**config.mk**
```make
export PLATFORM = sky130hd
export DESIGN_NAME = hub75_bcm_driver
export DESIGN_NICKNAME = d
export VERILOG_FILES = /design/src/rtl/hub75_pkg.sv /design/src/rtl/hub75_bcm_timer.sv /design/src/rtl/hub75_bcm_driver.sv
export SDC_FILE = /design/constraint.sdc
export NUM_CORES = 1
export LEC_CHECK = 0
export ABC_AREA = 1
export CORE_MARGIN = 8
export CORE_UTILIZATION = 45
export CTS_CLUSTER_SIZE = 8
export DETAILED_ROUTE_END_ITERATION = 16
export PLACE_DENSITY = 0.71
export SLEW_MARGIN = 20
export SYNTH_ARGS = -nofsm -noshare
export SYNTH_HDL_FRONTEND = slang
export SYNTH_SLANG_ARGS = --single-unit
```
**constraint.sdc**
```tcl
create_clock -name clk -period 3.04 [get_ports clk]
set_clock_uncertainty 0.05 [all_clocks]
set_input_delay 0.456 -clock clk [delete_from_list [all_inputs] [get_ports clk]]
set_output_delay 0.456 -clock clk [all_outputs]
set_load 0.05 [all_outputs]
```
**src/rtl/hub75_pkg.sv**
```systemverilog
// ============================================================================
// hub75_pkg : shared FSM states and framebuffer word field offsets
// Rev 1.0
// ============================================================================
`default_nettype none

package hub75_pkg;

   typedef enum logic [1:0] {
      ST_IDLE    = 2'd0,
      ST_SHIFT   = 2'd1,
      ST_LATCH   = 2'd2,
      ST_DISPLAY = 2'd3
   } state_e;

   // Field index within rd_data = {r1,g1,b1,r0,g0,b0}; multiply by BITS for bit offset
   localparam int c_fld_b0 = 0;
   localparam int c_fld_g0 = 1;
   localparam int c_fld_r0 = 2;
   localparam int c_fld_b1 = 3;
   localparam int c_fld_g1 = 4;
   localparam int c_fld_r1 = 5;
   localparam int c_num_flds = 6;

endpackage

`default_nettype wire

```
**src/rtl/hub75_bcm_timer.sv**
```systemverilog
// ============================================================================
// hub75_bcm_timer : loadable down-counter, done while the count sits at zero
// Rev 1.0
// ============================================================================
`default_nettype none

module hub75_bcm_timer #(
   parameter int WIDTH = 4
) (
   input  logic             clk,
   input  logic             rst_n,
   input  logic             load_i,
   input  logic [WIDTH-1:0] value_i,
   output logic             done_o
);

   logic [WIDTH-1:0] count_q;

   always_ff @(posedge clk or negedge rst_n) begin
      if (!rst_n) begin
         count_q <= '0;
      end else if (load_i) begin
         count_q <= value_i;
      end else if (count_q != '0) begin
         count_q <= count_q - WIDTH'(1);
      end
   end

   assign done_o = (count_q == '0);

endmodule

`default_nettype wire

```
**src/rtl/hub75_bcm_driver.sv**
```systemverilog
// ============================================================================
// hub75_bcm_driver : HUB75 panel scanner with binary-coded-modulation planes
// Rev 1.0
// ============================================================================
`default_nettype none

module hub75_bcm_driver
   import hub75_pkg::*;
#(
   parameter int  COLS       = 64,
   parameter int  ROWS       = 32,
   parameter int  BITS       = 4,
   parameter int  BASE_TICKS = 8,
   localparam int SCAN       = ROWS / 2,
   localparam int ADDR_W     = $clog2(SCAN),
   localparam int COL_W      = $clog2(COLS)
) (
   input  logic                clk,
   input  logic                rst_n,
   input  logic                enable,
   output logic                rd_en,
   output logic [ADDR_W-1:0]   rd_row,
   output logic [COL_W-1:0]    rd_col,
   input  logic [6*BITS-1:0]   rd_data,
   output logic [1:0]          r,
   output logic [1:0]          g,
   output logic [1:0]          b,
   output logic [ADDR_W-1:0]   addr,
   output logic                latch,
   output logic                blank,
   output logic                led_clk,
   output logic                frame_start
);

   localparam int c_k_w     = $clog2(2*COLS + 2);
   localparam int c_plane_w = (BITS > 1) ? $clog2(BITS) : 1;
   localparam int c_tick_w  = $clog2((BASE_TICKS << (BITS - 1)) + 1);

   localparam logic [c_k_w-1:0]     c_k_last     = c_k_w'(2*COLS + 1);
   localparam logic [c_k_w-1:0]     c_k_data_end = c_k_w'(2*COLS);
   localparam logic [c_plane_w-1:0] c_plane_last = c_plane_w'(BITS - 1);
   localparam logic [ADDR_W-1:0]    c_row_last   = ADDR_W'(SCAN - 1);

   state_e                 state_q;
   logic [c_k_w-1:0]       k_q;
   logic [ADDR_W-1:0]      row_q;
   logic [c_plane_w-1:0]   plane_q;
   logic                   rd_en_q;
   logic [ADDR_W-1:0]      rd_row_q;
   logic [COL_W-1:0]       rd_col_q;
   logic [1:0]             r_q, g_q, b_q;
   logic [ADDR_W-1:0]      addr_q;
   logic                   latch_q, blank_q, led_clk_q, frame_start_q;

   logic [c_k_w-1:0]       w_k_inc;
   logic                   w_plane_wrap;
   logic [c_plane_w-1:0]   w_plane_next;
   logic [ADDR_W-1:0]      w_row_next;
   logic [c_tick_w-1:0]    w_ticks;
   logic                   w_load;
   logic                   w_done;
   logic [c_num_flds-1:0]  w_bits;

   // Pick the active bit plane out of every colour field of the returned word
   for (genvar gi = 0; gi < c_num_flds; gi++) begin : g_fld
      logic [BITS-1:0] w_field;
      assign w_field    = rd_data[gi*BITS +: BITS];
      assign w_bits[gi] = w_field[plane_q];
   end

   assign w_k_inc      = k_q + c_k_w'(1);
   assign w_plane_wrap = (plane_q == c_plane_last);
   assign w_plane_next = w_plane_wrap ? '0 : plane_q + c_plane_w'(1);
   assign w_row_next   = !w_plane_wrap ? row_q :
                         (row_q == c_row_last) ? '0 : row_q + ADDR_W'(1);

   // Loaded during LATCH with N-1 so DISPLAY spans exactly N cycles
   assign w_ticks = (c_tick_w'(BASE_TICKS) << plane_q) - c_tick_w'(1);
   assign w_load  = (state_q == ST_LATCH);

   hub75_bcm_timer #(
      .WIDTH   (c_tick_w)
   ) u_timer (
      .clk     (clk),
      .rst_n   (rst_n),
      .load_i  (w_load),
      .value_i (w_ticks),
      .done_o  (w_done)
   );

   always_ff @(posedge clk or negedge rst_n) begin
      if (!rst_n) begin
         state_q       <= ST_IDLE;
         k_q           <= '0;
         row_q         <= '0;
         plane_q       <= '0;
         rd_en_q       <= 1'b0;
         rd_row_q      <= '0;
         rd_col_q      <= '0;
         r_q           <= '0;
         g_q           <= '0;
         b_q           <= '0;
         addr_q        <= '0;
         latch_q       <= 1'b0;
         blank_q       <= 1'b1;
         led_clk_q     <= 1'b0;
         frame_start_q <= 1'b0;
      end else begin
         frame_start_q <= 1'b0;
         latch_q       <= 1'b0;
         rd_en_q       <= 1'b0;
         unique case (state_q)
            ST_IDLE: begin
               if (enable) begin
                  state_q       <= ST_SHIFT;
                  k_q           <= '0;
                  row_q         <= '0;
                  plane_q       <= '0;
                  rd_en_q       <= 1'b1;
                  rd_row_q      <= '0;
                  rd_col_q      <= '0;
                  frame_start_q <= 1'b1;
               end
            end
            ST_SHIFT: begin
               // Data requested at k=2c arrives during k=2c+1
               if (k_q[0] && (k_q < c_k_data_end)) begin
                  r_q <= {w_bits[c_fld_r1], w_bits[c_fld_r0]};
                  g_q <= {w_bits[c_fld_g1], w_bits[c_fld_g0]};
                  b_q <= {w_bits[c_fld_b1], w_bits[c_fld_b0]};
               end
               if (k_q == c_k_last) begin
                  state_q   <= ST_LATCH;
                  latch_q   <= 1'b1;
                  addr_q    <= row_q;
                  led_clk_q <= 1'b0;
               end else begin
                  k_q       <= w_k_inc;
                  led_clk_q <= w_k_inc[0] && (w_k_inc > c_k_w'(2));
                  if (!w_k_inc[0] && (w_k_inc < c_k_data_end)) begin
                     rd_en_q  <= 1'b1;
                     rd_col_q <= COL_W'(w_k_inc >> 1);
                  end
               end
            end
            ST_LATCH: begin
               state_q <= ST_DISPLAY;
               blank_q <= 1'b0;
            end
            ST_DISPLAY: begin
               if (w_done) begin
                  blank_q <= 1'b1;
                  if (!enable) begin
                     state_q   <= ST_IDLE;
                     r_q       <= '0;
                     g_q       <= '0;
                     b_q       <= '0;
                     led_clk_q <= 1'b0;
                  end else begin
                     state_q       <= ST_SHIFT;
                     k_q           <= '0;
                     plane_q       <= w_plane_next;
                     row_q         <= w_row_next;
                     rd_en_q       <= 1'b1;
                     rd_row_q      <= w_row_next;
                     rd_col_q      <= '0;
                     frame_start_q <= w_plane_wrap && (row_q == c_row_last);
                  end
               end
            end
            default: state_q <= ST_IDLE;
         endcase
      end
   end

   assign rd_en       = rd_en_q;
   assign rd_row      = rd_row_q;
   assign rd_col      = rd_col_q;
   assign r           = r_q;
   assign g           = g_q;
   assign b           = b_q;
   assign addr        = addr_q;
   assign latch       = latch_q;
   assign blank       = blank_q;
   assign led_clk     = led_clk_q;
   assign frame_start = frame_start_q;

endmodule

`default_nettype wire

```
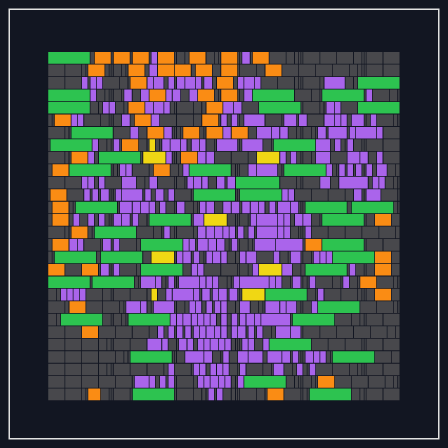
(images/placement_by_type.png)
Fill, decap, tap and diode cells in grey.
| colour | class | cells | share of their area |
|---|---|---|---|
| orange | other buffers and delay cells | 51 | 16% |
| green | flops | 44 | 34% |
| yellow | clock drivers and dummy loads | 8 | 2.8% |
| purple | combinational and other logic | 303 | 48% |

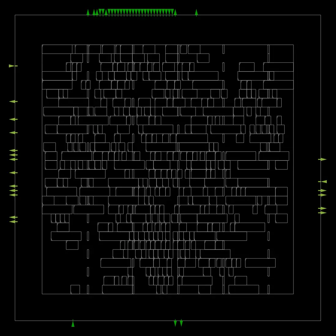
(images/placement.png)
registers: 44
Finished Layout Cells: 481
# rows: 28
final core area utilization: 0.570
core area: 5850 µm²

==> impl_metrics.env <==
# physical design summary
export IMPL_status="complete, no violations"
export IMPL_clkTransAtPathRegs_ns=0.08
export IMPL_crit_path_end_kind="output port"
export IMPL_cts_sinks=44
export IMPL_drive_above_1_share=0.0714
export IMPL_power_density_nw_per_um2=788
export IMPL_route_met3_wl_um=304
export IMPL_largest_register_ffs=8
export IMPL_drc=0
export IMPL_dpl_cell_count=473
export IMPL_synth_edff_count=0
export IMPL_common_cells="94 x nand2_1, 43 x dfrtp_1, 42 x nor2_1, 40 x inv_1, 30 x o21ai_0"
export IMPL_p_leak_nw=1.54
export IMPL_drt_initial_drc_count=150
export IMPL_synth_top_cell_by_count="nand2_1"
export IMPL_hp_class="in -> async"
export IMPL_io_buffers=51
export IMPL_critical_path_buf_inv_count=1
export IMPL_route_met2_wl_um=3050
export IMPL_top_usage_layer="met2"
export IMPL_cp_num_cells=1
export IMPL_dr_max_layer_used="met4"
export IMPL_ys_sh_adder=0.0603
export IMPL_worst_endpoint_required_ns=2.53
export IMPL_design_area_um2=3330
export IMPL_netlist_area_um2=2700
export IMPL_async_flop_share=1.00
export IMPL_yosysWarningCount=0
export IMPL_rr_worst_depth=6
export IMPL_endpoint="blank"
export IMPL_setup_worst_path_start="blank"
export IMPL_finalHoldViolations=0
export IMPL_grt_max_degree=45
export IMPL_hpwl_um=5050
export IMPL_synth_cell_type_count=28
export IMPL_worstMarginPinSlew_ns=0.549
export IMPL_io_pins=52
export IMPL_critPathMaxStageDelay_ns=0.80
export IMPL_r2r_slack_ns=1.08
export IMPL_ys_sh_xor=0.0162
export IMPL_grt_ovfl_total=0
export IMPL_synth_top_flop_cell="dfrtp_1"
export IMPL_synth_area_mux_share=0
export IMPL_max_cap_viol_count=0
export IMPL_top_area_cell="dfrtp_1"
export IMPL_cts_resized=0
export IMPL_largest_register="k_q"
export IMPL_critPathTopFamily="buffers and inverters"
export IMPL_ff_latch_area_um2=1100
export IMPL_ys_area_um2=2700
export IMPL_crit_slowest_cell="clkdlybuf4s50_1"
export IMPL_cts_tree="built"
export IMPL_yosys_area_top_type_share=0.399
export IMPL_r2r_end="g[1]"
export IMPL_dp_slack_ns=1.04
export IMPL_htree_levels=2
export IMPL_comb_share=0.417
export IMPL_met3_usage=0.0417
export IMPL_tapCellCount=75
export IMPL_critical_path_arrival_ns=1.63
export IMPL_ys_cells=355
export IMPL_multi_input_comb_cells=263
export IMPL_wl_per_cell_um=13.6
export IMPL_final_antenna_net_count=0
export IMPL_nonClockBufferCount=51
export IMPL_cts_hold_buffers=0
export IMPL_fill_cells=549
export IMPL_largest_cell_class="logic gates"
export IMPL_viasPerCell=5.04
export IMPL_ys_sh_simple=0.309
export IMPL_antennaDiodeCount=0
export IMPL_area_leaders="dfrtp_1 40%, nand2_1 13%, ha_1 6.0%"
export IMPL_dr_pass1_iters=4
export IMPL_syn_inst=355
export IMPL_wl_met1_um=3130
export IMPL_antenna_found_initial=0
export IMPL_grt_pass1_wl_um=10800
export IMPL_totalPowerFinal_mw=2.63
export IMPL_setup_tns_ns=0
export IMPL_sh_seq_area=0.331
export IMPL_use_met1=0.196
export IMPL_grt_pass1_vias=2333
export IMPL_cts_buffer_depth=2
export IMPL_fin_crit_ns=2.14
export IMPL_setup_violations=0
export IMPL_rr_startpoint="state_q[1]"
export IMPL_fin_hold_ws_ns=0.101
export IMPL_initCoreUtil=0.461
export IMPL_fin_nets=445
export IMPL_ys_ff=44
export IMPL_clock_fmax_mhz=468
export IMPL_rsz0062_at_grt="no"
export IMPL_root_buffer="clkbuf_8"
export IMPL_postCtsSetupBuffers=0
export IMPL_cts_buffers=5
export IMPL_clock_buffer_count=8
export IMPL_chipWidth_um=93.4
export IMPL_drv_slew=0
export IMPL_warning_count=34
export IMPL_fin_crit_sh=0.703
export IMPL_crit_path_start_kind="register"
export IMPL_syn_area_per_cell_um2=7.60
export IMPL_topCombFamilyByArea="simple AND/OR/NAND/NOR gates"
export IMPL_nNonClkInverters=40
export IMPL_worst_slack_ns=0.904
export IMPL_multiInputGateArea_um2=1390
export IMPL_clk_share=0.0270
export IMPL_area_growth_pct=23.6
export IMPL_path_class="reg -> out"
export IMPL_gp_congestion=0.925
export IMPL_synth_seq_share=0.409
export IMPL_buf_share=0.152
export IMPL_syn_nets=395
export IMPL_ir_drop_mv=0.460
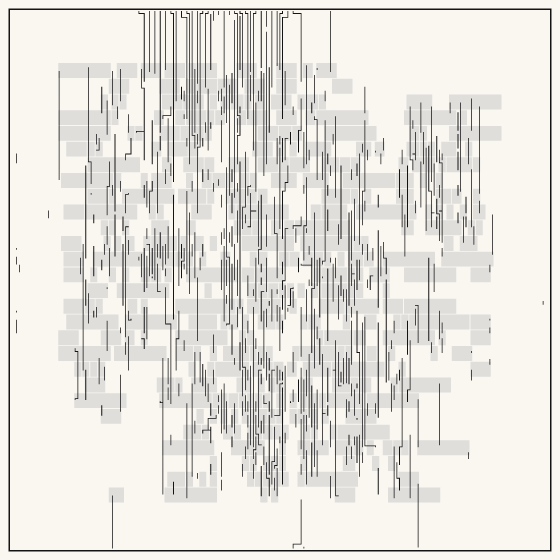
(images/layer_met2.png)
Cells faint in the background.
main direction: vertical
nets with wire on the layer: 338
longest straight run: 30.6 µm
wire length on this layer: 3,050 µm
share of all routed wire: 47%
via count: 2,422
final WL: 6560 µm
routing usage on met2: 0.244

layout by cell type, fill, tap and decap left out:
cell type / count
nand2_1: 94
clkdlybuf4s50_1: 50
dfrtp_1: 43
nor2_1: 42
inv_1: 40
o21ai_0: 30
nand3_1: 24
ha_1: 13
a21oi_1: 9
nor3_1: 8
o21ai_2: 8
nand4_1: 6
o22ai_1: 6
clkbuf_8: 6
xor2_1: 4
nor2_2: 3
nand3_4: 3
nand2_2: 3
nor2_4: 2
a22oi_1: 2
clkbuf_1: 2
or2_2: 1
a21oi_4: 1
nor3b_1: 1
xnor2_1: 1
o31ai_1: 1
o211ai_1: 1
dfstp_2: 1
buf_4: 1
where the power goes:
group          internal (mW)  leakage, nW  switching [mW]
registers              0.731        0.583           0.130
clock network          0.185       0.0455           0.183
logic                  0.457        0.914           0.941
Power figures rest on the tool's default switching activity, not on a simulated workload.
